===== config.mk =====
export PLATFORM = sky130hd
export DESIGN_NAME = icache_refill_controller
export DESIGN_NICKNAME = d
export VERILOG_FILES = /design/src/rtl/icache_pkg.sv /design/src/rtl/refill_line_buffer.sv /design/src/rtl/icache_refill_controller.sv
export SDC_FILE = /design/constraint.sdc
export NUM_CORES = 1
export LEC_CHECK = 0
export CAP_MARGIN = 10
export CORE_AREA = 4 4 153 155
export DETAILED_ROUTE_END_ITERATION = 8
export DIE_AREA = 0 0 157 159
export GPL_TIMING_DRIVEN = 0
export SYNTH_ARGS = -nofsm -noshare
export SYNTH_HDL_FRONTEND = slang
export SYNTH_SLANG_ARGS = --single-unit

===== constraint.sdc =====
create_clock -name clock -period 1.4 [get_ports clock]
set_input_delay 0.28 -clock clock [delete_from_list [all_inputs] [get_ports clock]]
set_output_delay 0.28 -clock clock [all_outputs]
set_load 0.01 [all_outputs]

===== src/rtl/icache_pkg.sv =====
// Shared instruction-cache geometry, refill FSM states and address field helpers
// used by the refill controller, the cache array and the fetch stage.
package icache_pkg;

    localparam int OFFSET_WIDTH = 2;
    localparam int LINE_WIDTH   = 6;
    localparam int TAG_WIDTH    = 32 - OFFSET_WIDTH - LINE_WIDTH - 2;
    localparam int BLOCK_SIZE   = 1 << OFFSET_WIDTH;

    typedef enum logic [1:0] {
        IDLE  = 2'd0,
        REQ   = 2'd1,
        RECV  = 2'd2,
        WRITE = 2'd3
    } refill_state_t;

    function automatic logic [TAG_WIDTH-1:0] tag_of(input logic [31:0] addr);
        return addr[31:LINE_WIDTH+OFFSET_WIDTH+2];
    endfunction

    function automatic logic [LINE_WIDTH-1:0] line_of(input logic [31:0] addr);
        return addr[LINE_WIDTH+OFFSET_WIDTH+1:OFFSET_WIDTH+2];
    endfunction

    // Byte offset and word offset are both dropped: refills always start at the block base.
    function automatic logic [31:0] block_base_of(input logic [31:0] addr);
        return {addr[31:OFFSET_WIDTH+2], {(OFFSET_WIDTH+2){1'b0}}};
    endfunction

endpackage


===== src/rtl/refill_line_buffer.sv =====
// BLOCK_SIZE x 32-bit word buffer filled one beat at a time and exposed as a
// flat vector with word 0 in the least significant bits.
module refill_line_buffer
    import icache_pkg::*;
(
    input  logic                      clock,
    input  logic                      reset,
    input  logic                      i_wr_en,
    input  logic [OFFSET_WIDTH-1:0]   i_wr_idx,
    input  logic [31:0]               i_wr_data,
    output logic [32*BLOCK_SIZE-1:0]  o_block
);

    logic [31:0] r_words [BLOCK_SIZE];

    always_ff @(posedge clock or negedge reset) begin
        if (!reset) begin
            for (int i = 0; i < BLOCK_SIZE; i++) begin
                r_words[i] <= '0;
            end
        end else if (i_wr_en) begin
            r_words[i_wr_idx] <= i_wr_data;
        end
    end

    for (genvar j = 0; j < BLOCK_SIZE; j++) begin : g_flat
        assign o_block[32*j +: 32] = r_words[j];
    end

endmodule


===== src/rtl/icache_refill_controller.sv =====
// Instruction-cache miss handler: one block read per miss, beats gathered into a
// line buffer, then a single-cycle write of block, line index and tag.
module icache_refill_controller
    import icache_pkg::*;
(
    input  logic                      clock,
    input  logic                      reset,
    input  logic                      miss_valid,
    input  logic [31:0]               miss_address,
    output logic                      miss_ready,
    output logic                      mem_req_valid,
    output logic [31:0]               mem_req_address,
    input  logic                      mem_req_ready,
    input  logic                      mem_resp_valid,
    input  logic [31:0]               mem_resp_data,
    output logic                      mem_resp_ready,
    output logic                      write_in,
    output logic [LINE_WIDTH-1:0]     write_line_index,
    output logic [32*BLOCK_SIZE-1:0]  write_block,
    output logic [TAG_WIDTH-1:0]      write_tag,
    output logic                      refill_done
);

    refill_state_t             r_state;
    logic [OFFSET_WIDTH-1:0]   r_cnt;
    logic [31:0]               r_addr;
    logic                      r_miss_ready;
    logic                      r_req_valid;
    logic                      r_resp_ready;
    logic                      r_write;
    logic                      w_beat;
    logic                      w_unused_offset;

    assign w_beat = r_resp_ready & mem_resp_valid;

    // miss_ready rises on the first edge after reset release and on leaving WRITE,
    // so it can never coincide with the write strobe.
    always_ff @(posedge clock or negedge reset) begin
        if (!reset) begin
            r_state      <= IDLE;
            r_cnt        <= '0;
            r_addr       <= '0;
            r_miss_ready <= 1'b0;
            r_req_valid  <= 1'b0;
            r_resp_ready <= 1'b0;
            r_write      <= 1'b0;
        end else begin
            case (r_state)
                IDLE: begin
                    r_miss_ready <= 1'b1;
                    if (miss_valid && r_miss_ready) begin
                        r_addr       <= miss_address;
                        r_miss_ready <= 1'b0;
                        r_req_valid  <= 1'b1;
                        r_state      <= REQ;
                    end
                end
                REQ: begin
                    if (mem_req_ready) begin
                        r_req_valid  <= 1'b0;
                        r_resp_ready <= 1'b1;
                        r_cnt        <= '0;
                        r_state      <= RECV;
                    end
                end
                RECV: begin
                    if (mem_resp_valid) begin
                        r_cnt <= r_cnt + 1'b1;
                        if (r_cnt == OFFSET_WIDTH'(BLOCK_SIZE - 1)) begin
                            r_resp_ready <= 1'b0;
                            r_write      <= 1'b1;
                            r_state      <= WRITE;
                        end
                    end
                end
                WRITE: begin
                    r_write      <= 1'b0;
                    r_miss_ready <= 1'b1;
                    r_state      <= IDLE;
                end
                default: r_state <= IDLE;
            endcase
        end
    end

    refill_line_buffer u_line_buffer (
        .clock     (clock),
        .reset     (reset),
        .i_wr_en   (w_beat),
        .i_wr_idx  (r_cnt),
        .i_wr_data (mem_resp_data),
        .o_block   (write_block)
    );

    assign w_unused_offset  = ^r_addr[OFFSET_WIDTH+1:0];

    assign miss_ready       = r_miss_ready;
    assign mem_req_valid    = r_req_valid;
    assign mem_req_address  = block_base_of(r_addr);
    assign mem_resp_ready   = r_resp_ready;
    assign write_in         = r_write;
    assign refill_done      = r_write;
    assign write_line_index = line_of(r_addr);
    assign write_tag        = tag_of(r_addr);

endmodule


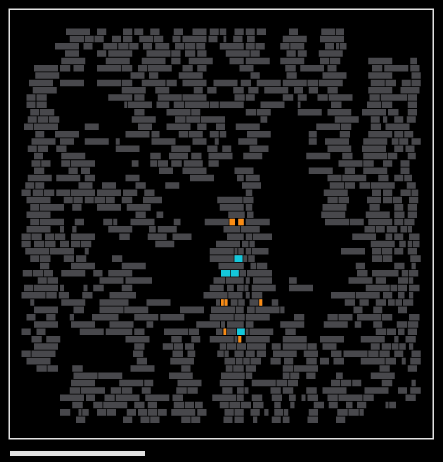
Figure 1: gate-type map.
The bar under the picture is 50 um long.
legend:
  cyan:
    family: AND-OR and OR-AND gates
    cells: 4
    where: middle
  orange:
    family: inverters
    cells: 7
final cell count without fillers: 1040
multi-input combinational area share: 21.2%
most used logic cell in the final layout: dfrtp_1

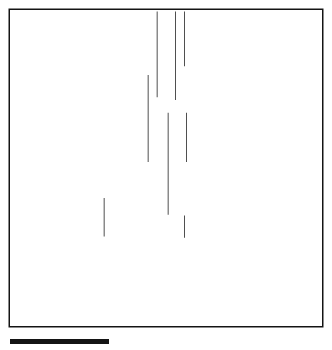
Figure 2: metal 4.
The bar under the picture is 50 um long.
share of all routed wire: 1.4%
longest straight run: 51.0 um
wire length on this layer: 263 um

==> results.toml <==
# yosys + openroad results
[status]
outcome = "finished with violations"
violations = "setup timing"

[floorplanning]
taps = 280
dieArea_mm2 = 0.0250

[cells_and_area]
final_net_count = 824
antenna_cells = 0
signal_buffers = 360
comb_area_mm2 = 0.00236
area_growth_pct = 70.0
lay_top_cells = "161 x dfrtp_1, 133 x clkdlybuf4s15_1, 124 x mux2_2"
nNonClkInverters = 7
fillers = 1873
nMultiInputCombCells = 197
area_share_clock_buf_inv_pct = 5.11
final_layout_size_suffix_gt1_share_pct = 48.3
ff_count = 164

[route]
ant_nets = 0
vias = 4579
met1_length_um = 7550
dr.max_layer_used = "met4"
post_drt_wl_per_cell_um = 18.4
wl_met2_um = 9930
drt_iter0_drc = 80
wl_um = 19100

[synth]
yosysWarnings = 0
post_synth_inst_count = 413
yosys-stat-area_mm2 = 0.00654
ys_seq_share_pct = 62.7
yosysCellCount = 413
largest_area_cell = "dfrtp_1"
ys_async_sr_fraction_pct = 100
syn_avg_cell_area_um2 = 15.8
top_cells_by_count = "164 x dfrtp_1, 157 x mux2_2, 45 x buf_4"
ys_types = 22
yosysMostFrequentCell = "dfrtp_1"
synth-main-ff-cell = "dfrtp_1"

[setup_path]
cp.buffers_inverters = 3
path_max_fanout = 5
cp-end-kind = "flip-flop"
slowest_stage = "dfrtp_2"
cp.required_ns = 1.71
crit_family = "flip-flops"
crit_chain = "inv_4 -> ha_4 -> nand3_4 -> buf_12 -> buf_16 -> mux2_4"
crit_start = "r_cnt[0]"

[grt]
grt_pass1_vias = 5216
grt_usage_pct = 15.3
grt_pass1_wl_um = 29800
grt_max_degree = 89
use_met2_pct = 27.1
met3_usage_pct = 5.19
antenna_found_initial = 0
grtUsageMet1_pct = 17.7

[pwr]
top_power_group = "combinational cells"
p_total_w = 0.0262
cellLeakagePower_nw = 5.15
power.switching_w = 0.00849

[timing]
rsz0062_at_grt = "true"
setup_violations = 145
setup_slack_ns = -0.163
period_used_pct = 112
tns_ns = -14.32
fmax_ghz = 0.640
hold_ws_ns = 0.359
period_needed_ns = 1.56

[placement]
dp.cells = 949
io_buffers = 252
dp_hpwl_um = 12900
gp_congestion = 0.759

[clock_tree]
cts_sinks = 164
ctsHoldBuffers = 1
path_clk_slew_ns = 0.07
post-cts-setup-buffers = 45
htreeDepth = 4
cts_resized = 452
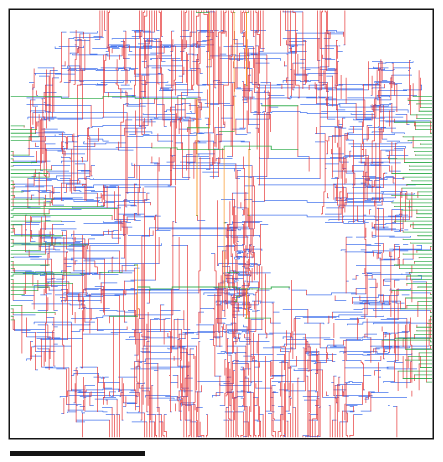
Figure 3: metal layers overlaid.
The bar under the picture is 50 um long.
legend:
  red:
    layer: metal 2
    wire_length: 9930 um
  orange:
    layer: metal 4
    wire_length: 263 um
  green:
    layer: metal 3
    wire_length: 1400 um
  blue:
    layer: metal 1
    wire_length: 7550 um

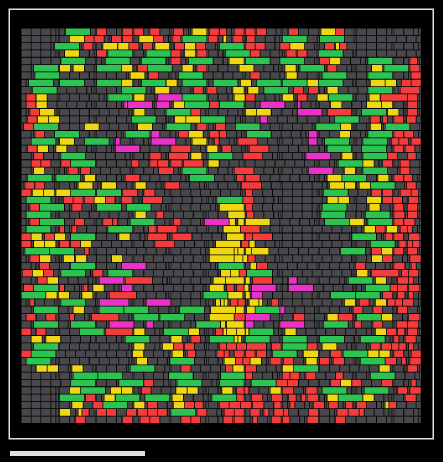
Figure 4: placement by cell class.
The bar under the picture is 50 um long. Fill, decap, tap and diode cells in gray.
legend:
  yellow:
    class: combinational and other logic
    cells: 204
  magenta:
    class: clock drivers and dummy loads
    cells: 32
  green:
    class: flops
    cells: 164
  red:
    class: other buffers and delay cells
    cells: 360
flop share of the area: 36.9%
fin util: 51.0%
row cnt: 54
core area: 0.0218 mm^2

final timing paths:
path	cells after the start	endpoint	slack [ns]
min in group clock	4	mem_resp_ready	0.36
worst max register to register	6	u_line_buffer.o_block[89]	-0.16
max in group asynchronous	3	u_line_buffer.o_block[59]	0.25
worst max-delay path	6	u_line_buffer.o_block[89]	-0.16
worst min-delay path	2	u_line_buffer.o_block[72]	0.36
worst min register to register	1	u_line_buffer.o_block[85]	0.50
cells by family (layout without fill, tap and decap cells):
kind of cell	count (synthesis)	after routing	synth area share (%)
AOI/OAI and AO/OA	13	13	1.51
other	1	4	0.0573
and+or+nand+nor	13	13	1.07
buffers and inverters	55	399	5.79
muxes	159	159	27.3
adders and majority gates	8	8	1.53
DFF	164	164	62.7
